<file path="config.mk">
export PLATFORM = sky130hd
export DESIGN_NAME = sprite_motion_ctrl
export DESIGN_NICKNAME = d
export VERILOG_FILES = /design/src/rtl/sprite_motion_ctrl_pkg.sv /design/src/rtl/button_debounce.sv /design/src/rtl/sprite_motion_ctrl.sv
export SDC_FILE = /design/constraint.sdc
export NUM_CORES = 1
export LEC_CHECK = 0
export CAP_MARGIN = 20
export CORE_UTILIZATION = 58
export CTS_CLUSTER_DIAMETER = 50
export DETAILED_ROUTE_END_ITERATION = 8
export PLACE_DENSITY = 0.83
export SLEW_MARGIN = 40
export SYNTH_ARGS = -nofsm -noshare
export SYNTH_HDL_FRONTEND = slang
export SYNTH_SLANG_ARGS = --single-unit
</file>
<file path="constraint.sdc">
create_clock -name clk -period 2.9 [get_ports clk]
set_input_delay 0.58 -clock clk [delete_from_list [all_inputs] [get_ports clk]]
set_output_delay 0.58 -clock clk [all_outputs]
set_load 0.05 [all_outputs]
</file>
<file path="src/rtl/sprite_motion_ctrl_pkg.sv">
// Shared video header constants and the helpers used to step the sprite position.
// The sync generator reads the same VID_* constants.
package sprite_motion_ctrl_pkg;

  localparam int VID_H_DISPLAY   = 640;
  localparam int VID_V_DISPLAY   = 480;
  localparam int VID_SPRITE_SIZE = 16;
  localparam int POS_W           = 10;

  typedef logic [POS_W-1:0] pos_t;

  typedef enum logic [1:0] {
    MOVE_HOLD = 2'd0,
    MOVE_DEC  = 2'd1,
    MOVE_INC  = 2'd2
  } move_e;

  // Opposing buttons pressed together cancel out.
  function automatic move_e moveDir(input logic dec, input logic inc);
    move_e dir;
    dir = MOVE_HOLD;
    if (dec && !inc) begin
      dir = MOVE_DEC;
    end else if (inc && !dec) begin
      dir = MOVE_INC;
    end
    return dir;
  endfunction

  function automatic pos_t stepPos(input pos_t pos, input move_e dir, input pos_t maxPos);
    pos_t nextPos;
    nextPos = pos;
    case (dir)
      MOVE_DEC: if (pos != '0)    nextPos = pos - 1'b1;
      MOVE_INC: if (pos < maxPos) nextPos = pos + 1'b1;
      default:  nextPos = pos;
    endcase
    return nextPos;
  endfunction

endpackage

</file>
<file path="src/rtl/button_debounce.sv">
// One joystick button: 2-flop synchronizer followed by a stable-count debouncer.
module button_debounce #(
  parameter int DB_CYCLES = 250000
) (
  input  logic clk,
  input  logic reset,
  input  logic i_raw,
  output logic o_state
);

  localparam int CNT_W = (DB_CYCLES > 1) ? $clog2(DB_CYCLES) : 1;
  localparam logic [CNT_W-1:0] CNT_LAST = CNT_W'(DB_CYCLES - 1);

  logic             r_sync1;
  logic             r_sync2;
  logic             r_state;
  logic [CNT_W-1:0] r_count;

  // The counter only advances while the synchronized input disagrees with the
  // accepted state; a single agreeing cycle starts the wait over.
  always_ff @(posedge clk) begin
    if (reset) begin
      r_sync1 <= 1'b0;
      r_sync2 <= 1'b0;
      r_state <= 1'b0;
      r_count <= '0;
    end else begin
      r_sync1 <= i_raw;
      r_sync2 <= r_sync1;
      if (r_sync2 == r_state) begin
        r_count <= '0;
      end else if (r_count == CNT_LAST) begin
        r_state <= r_sync2;
        r_count <= '0;
      end else begin
        r_count <= r_count + 1'b1;
      end
    end
  end

  assign o_state = r_state;

endmodule

</file>
<file path="src/rtl/sprite_motion_ctrl.sv">
// Joystick-driven sprite position: debounced buttons move a working position on a
// fixed tick, and the displayed position is only refreshed on the vsync rising edge.
module sprite_motion_ctrl
  import sprite_motion_ctrl_pkg::*;
#(
  parameter int H_DISPLAY   = VID_H_DISPLAY,
  parameter int V_DISPLAY   = VID_V_DISPLAY,
  parameter int SPRITE_SIZE = VID_SPRITE_SIZE,
  parameter int TICK_DIV    = 250000,
  parameter int DB_CYCLES   = 250000
) (
  input  logic             clk,
  input  logic             reset,
  input  logic             i_left,
  input  logic             i_right,
  input  logic             i_up,
  input  logic             i_down,
  input  logic             i_vsync,
  input  logic [POS_W-1:0] i_hpos,
  input  logic [POS_W-1:0] i_vpos,
  output logic [POS_W-1:0] o_playerX,
  output logic [POS_W-1:0] o_playerY,
  output logic             o_hstart,
  output logic             o_vstart,
  output logic [3:0]       o_led
);

  localparam int TICK_W = (TICK_DIV > 1) ? $clog2(TICK_DIV) : 1;
  localparam logic [TICK_W-1:0] TICK_LAST = TICK_W'(TICK_DIV - 1);
  localparam pos_t MAX_X   = pos_t'(H_DISPLAY - SPRITE_SIZE);
  localparam pos_t MAX_Y   = pos_t'(V_DISPLAY - SPRITE_SIZE);
  localparam pos_t RESET_X = pos_t'(H_DISPLAY / 2);
  localparam pos_t RESET_Y = pos_t'(V_DISPLAY / 2);

  // Bit order matches the led output: {up, down, left, right}.
  logic [3:0]        w_raw;
  logic [3:0]        w_deb;
  logic              w_tick;
  logic              w_vsyncRise;
  logic [TICK_W-1:0] r_tickCnt;
  logic              r_vsyncD;
  pos_t              r_joyX;
  pos_t              r_joyY;
  pos_t              r_playerX;
  pos_t              r_playerY;
  logic [3:0]        r_led;

  assign w_raw = {i_up, i_down, i_left, i_right};

  for (genvar g = 0; g < 4; g++) begin : g_btn
    button_debounce #(
      .DB_CYCLES(DB_CYCLES)
    ) u_debounce (
      .clk    (clk),
      .reset  (reset),
      .i_raw  (w_raw[g]),
      .o_state(w_deb[g])
    );
  end

  assign w_tick      = (r_tickCnt == TICK_LAST);
  assign w_vsyncRise = i_vsync && !r_vsyncD;

  always_ff @(posedge clk) begin
    if (reset || w_tick) begin
      r_tickCnt <= '0;
    end else begin
      r_tickCnt <= r_tickCnt + 1'b1;
    end
  end

  // Nonblocking update means a vsync edge on a tick cycle latches the pre-tick value.
  always_ff @(posedge clk) begin
    if (reset) begin
      r_joyX    <= RESET_X;
      r_joyY    <= RESET_Y;
      r_playerX <= RESET_X;
      r_playerY <= RESET_Y;
      r_vsyncD  <= 1'b0;
      r_led     <= 4'b0000;
    end else begin
      r_vsyncD <= i_vsync;
      r_led    <= w_deb;
      if (w_tick) begin
        r_joyX <= stepPos(r_joyX, moveDir(w_deb[1], w_deb[0]), MAX_X);
        r_joyY <= stepPos(r_joyY, moveDir(w_deb[3], w_deb[2]), MAX_Y);
      end
      if (w_vsyncRise) begin
        r_playerX <= r_joyX;
        r_playerY <= r_joyY;
      end
    end
  end

  assign o_playerX = r_playerX;
  assign o_playerY = r_playerY;
  assign o_hstart  = (i_hpos == r_playerX);
  assign o_vstart  = (i_vpos == r_playerY);
  assign o_led     = r_led;

endmodule

</file>
Fig. 1: run 1, placement by cell class
The bar under the picture is 20 um long.
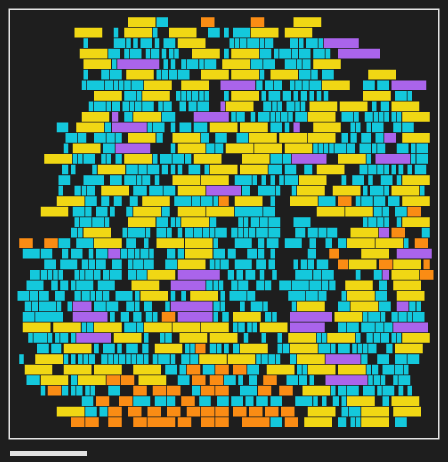
Key: other buffers and delay cells = orange [cells 56, share of their area 7.1%]; combinational and other logic = cyan [cells 625, share of their area 48%]; flops = yellow [cells 147, share of their area 37%]; clock drivers and dummy loads = purple [cells 32, share of their area 8.4%]

Fig. 2: run 1, register map, names as in the netlist
The bar under the picture is 20 um long. Other sequential cells in the stronger gray, the rest of the logic in the fainter gray.
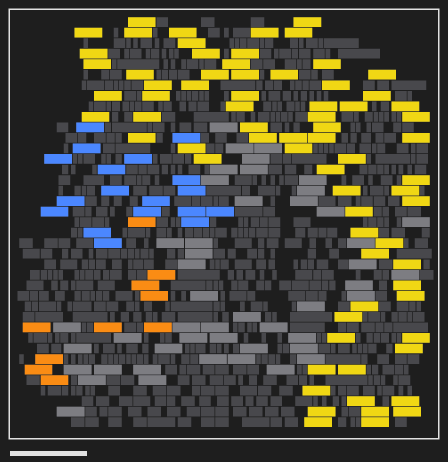
Key: r_tickCnt = blue [placed flops 18]; r_joyY = orange [placed flops 10]; g_btn.u_debounce.r_count = yellow [placed flops 72, where widely spread]
Another 47 sequential cells are not colored.

Fig. 3: run 1, logic cells by family
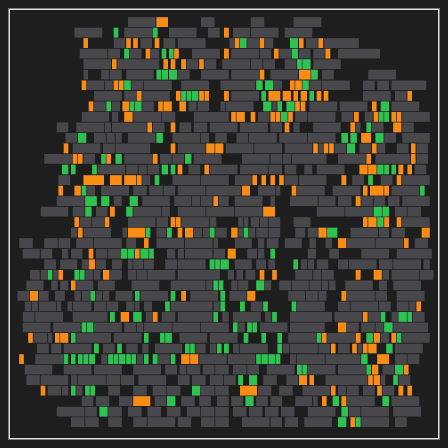
Key: NOR gates = orange [cells 175, where widely spread]; NAND gates = green [cells 160, where widely spread]

Fig. 4: run 1, wiring by layer
The bar under the picture is 20 um long. Two of the layers only.
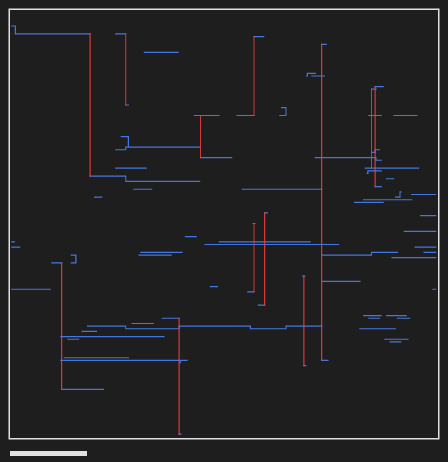
Key: metal 3 = blue [wire length 612 um]; metal 4 = red [wire length 341 um]

==> Implementation_results.wiki, run 1 <==
== Flow metrics ==
{| class="wikitable"
! Metric !! Value
|-
| Number of buffers added by the clock tree synthesis step || 17
|-
| Highest net fanout along the worst path || 8
|-
| Number of inverters outside the clock class in the layout || 21
|-
| Clock group share of total power || 53.1%
|-
| Fraction of standard cell area in multi-input logic || between 40 and 50%
|-
| Start point of the critical path || g_btn[1].u_debounce.o_state$_SDFFE_PP0P_
|-
| Global routing met1 resource utilization || 30.3%
|-
| Yosys Instances || 796
|-
| Launching element type of the critical path || register
|-
| Most used DFF post-synth || sky130_fd_sc_hd__dfxtp_1
|-
| Detailed Routing Iterations Pass 1 || 5
|-
| Flip-flop count of the largest register after layout || ~72
|-
| Path class of the lowest-slack min-delay path || reg2reg
|-
| Biggest regs || g_btn.u_debounce.r_count: 72 flops, r_tickCnt: 18 flops
|-
| Cell type taking the most area || multi-input combinational cells
|-
| GR Overflow Total || 0
|-
| Combinational power share || 3.2%
|-
| Overall die area || 12200 um^2
|-
| Count of flip-flops with a built-in enable after synthesis || 0
|-
| Boundary pin count || 53
|-
| Critical path's top delay family || AND-OR/OR-AND gates
|-
| Uppermost metal layer occupied by signal nets || met4
|-
| Largest net degree at the start of global routing || 36
|-
| Leakage power summed over all cells || roughly 2.8 nW
|-
| Master cell of the clock root buffer || sky130_fd_sc_hd__clkbuf_16
|-
| Outcome || finished, final reports clean
|-
| Top logic cell by instance count in the layout || sky130_fd_sc_hd__dfxtp_1
|-
| Per-instance average area after synthesis || 8.59 um^2
|-
| Vias in the first global route || ~5600
|-
| Largest area contributor in the synthesized netlist || sky130_fd_sc_hd__dfxtp_1
|-
| Number of tapcells || about 140
|-
| Number of buffers and inverters on the critical path || 2
|-
| Net count after synthesis || 848
|-
| Combinational power || 0.148 mW
|-
| Count of filler cells inserted in the layout || roughly 870
|-
| Async set-reset flop share out of synthesis || 0%
|-
| Flip-flop and latch count after synthesis || 147
|-
| Worst setup slack before clock tree synthesis || 0.301 ns
|-
| Sort of element at the end of the critical path || register
|-
| Antenna violations before repair || 0
|-
| Maximum clock path buffer count || 2
|-
| Library cells used by synthesis || 48
|-
| Post-route fraction of the period consumed by the critical path || 91.0%
|-
| Depth of the most critical reg-to-reg path || 10
|-
| Sum Neg Setup Slack || 0 ns
|-
| Antenna Violating Nets Remaining || 0
|-
| Maximum level of the CTS H-tree || 4
|-
| Met3 demand-to-capacity share in global routing || 6.04%
|-
| # Max-Cap Violations || 0
|-
| Endpoint, Worst Hold || g_btn[3].u_debounce.r_count[0]$_SDFF_PP0_
|-
| Final count of negative-setup-slack endpoints || 0
|-
| Data arrival time at the worst-slack endpoint || 2.98 ns
|-
| Total detailed-routing wirelength || 15000 um
|-
| Fraction of post-synthesis cell area in the top cell type by area || 43.1%
|-
| Hold Startpoint || g_btn[3].u_debounce.r_count[0]$_SDFF_PP0_
|-
| Net switching power figure || 0.944 mW
|-
| Bufs w/o clock || 56
|-
| Share of the final layout cell area in sequential cells || around 36%
|-
| Core area || about 11000 um^2
|-
| # hold bufs at CTS || 0
|-
| Simple-gate portion of the synthesized area || 26.9%
|-
| Area of all sequential standard cells || 2940 um^2
|}
Fig. 5: run 1, track usage over the die
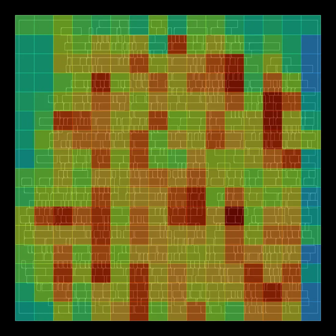

==> run 2, diff against run 1 <==
clock period = 3 ns   (was 2.9 ns; I/O delays follow)
Fig. 6: run 2, track usage over the die
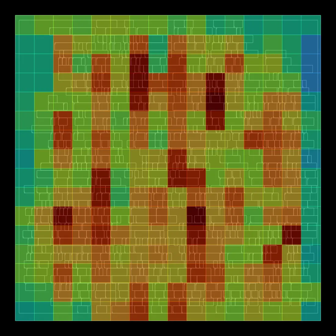
global routing met1 resource utilization: 29.5%
average wire per standard cell: 14.5 um
GR peak layer: met2
total routing usage reported by global routing: 25.2%
met3 demand-to-capacity share in global routing: 5.82%

Fig. 7: run 2, wiring by layer
The bar under the picture is 20 um long. Two of the layers only.
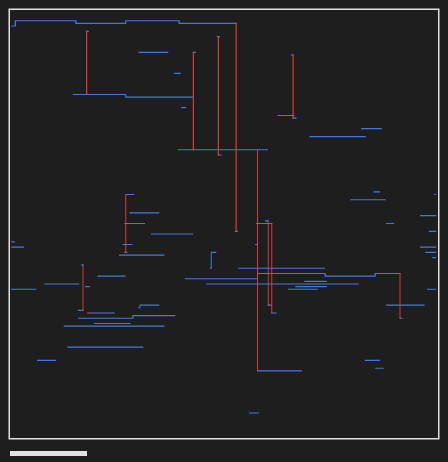
Key: metal 3 = blue [wire length 524 um]; metal 4 = red [wire length 282 um]

Fig. 8: run 2, placement by cell class
The bar under the picture is 20 um long.
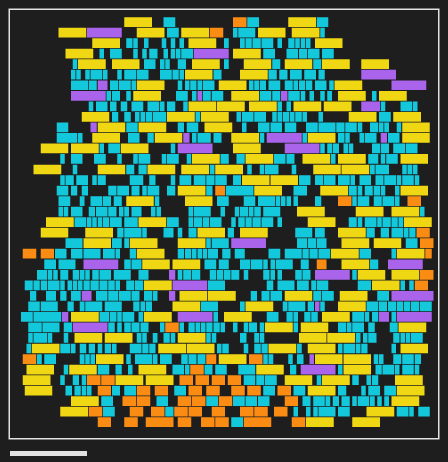
Key: flops = yellow [cells 147, share of their area 38%]; clock drivers and dummy loads = purple [cells 32, share of their area 6.9%]; other buffers and delay cells = orange [cells 55, share of their area 7.1%]; combinational and other logic = cyan [cells 625, share of their area 48%]

==> run 2 against run 1 <==
  * Cell count about the same
  * Total power shrank 13%
  * Wire length fell by 2.7%
  * Synthesized area did not move
  * Die area unchanged
==> Implementation_results.wiki, run 2 <==
== Flow metrics ==
{| class="wikitable"
! Metric !! Value
|-
| Data arrival time at the worst-slack endpoint || 3.03 ns (was 2.98 ns)
|-
| Biggest regs || g_btn.u_debounce.r_count: 72 flops, r_tickCnt: 18 flops (unchanged)
|-
| Largest net degree at the start of global routing || 34 (was 36)
|-
| Maximum level of the CTS H-tree || 4 (unchanged)
|-
| Async set-reset flop share out of synthesis || 0% (unchanged)
|-
| Sort of element at the end of the critical path || register (unchanged)
|-
| Cell type taking the most area || multi-input combinational cells (unchanged)
|-
| Count of filler cells inserted in the layout || 879 (was 866)
|-
| # Max-Cap Violations || 0 (unchanged)
|-
| Net switching power figure || 0.878 mW (was 0.944 mW)
|-
| Number of tapcells || 143 (unchanged)
|-
| Fraction of standard cell area in multi-input logic || 46.4% (was 45.6%)
|-
| # hold bufs at CTS || 0 (unchanged)
|-
| Critical path's top delay family || AND-OR/OR-AND gates (unchanged)
|-
| Master cell of the clock root buffer || sky130_fd_sc_hd__clkbuf_16 (unchanged)
|-
| Boundary pin count || 53 (unchanged)
|-
| Outcome || finished, final reports clean (unchanged)
|-
| Highest net fanout along the worst path || 8 (unchanged)
|-
| Overall die area || 12200 um^2 (unchanged)
|-
| Number of buffers and inverters on the critical path || 2 (unchanged)
|-
| Top logic cell by instance count in the layout || sky130_fd_sc_hd__dfxtp_1 (unchanged)
|-
| Flip-flop and latch count after synthesis || 147 (unchanged)
|-
| Depth of the most critical reg-to-reg path || 10 (unchanged)
|-
| Launching element type of the critical path || register (unchanged)
|-
| Number of inverters outside the clock class in the layout || 21 (unchanged)
|-
| Largest area contributor in the synthesized netlist || sky130_fd_sc_hd__dfxtp_1 (unchanged)
|-
| Antenna violations before repair || 0 (unchanged)
|-
| Antenna Violating Nets Remaining || 0 (unchanged)
|-
| Simple-gate portion of the synthesized area || 26.9% (unchanged)
|-
| Net count after synthesis || 848 (unchanged)
|-
| Yosys Instances || 796 (unchanged)
|-
| Total detailed-routing wirelength || 14600 um (was 15000 um)
|-
| Area of all sequential standard cells || 2940 um^2 (unchanged)
|-
| Maximum clock path buffer count || 2 (unchanged)
|-
| GR Overflow Total || 0 (unchanged)
|-
| Vias in the first global route || 5548 (was 5580)
|-
| Combinational power || 0.142 mW (was 0.148 mW)
|-
| Detailed Routing Iterations Pass 1 || 5 (unchanged)
|-
| Core area || 11500 um^2 (unchanged)
|-
| Uppermost metal layer occupied by signal nets || met4 (unchanged)
|-
| Flip-flop count of the largest register after layout || 72 (unchanged)
|-
| Endpoint, Worst Hold || g_btn[2].u_debounce.r_sync2$_SDFF_PP0_ (was g_btn[3].u_debounce.r_count[0]$_SDFF_PP0_)
|-
| Count of flip-flops with a built-in enable after synthesis || 0 (unchanged)
|-
| Most used DFF post-synth || sky130_fd_sc_hd__dfxtp_1 (unchanged)
|-
| Number of buffers added by the clock tree synthesis step || 17 (unchanged)
|}
Power and IR drop assume default switching activity.
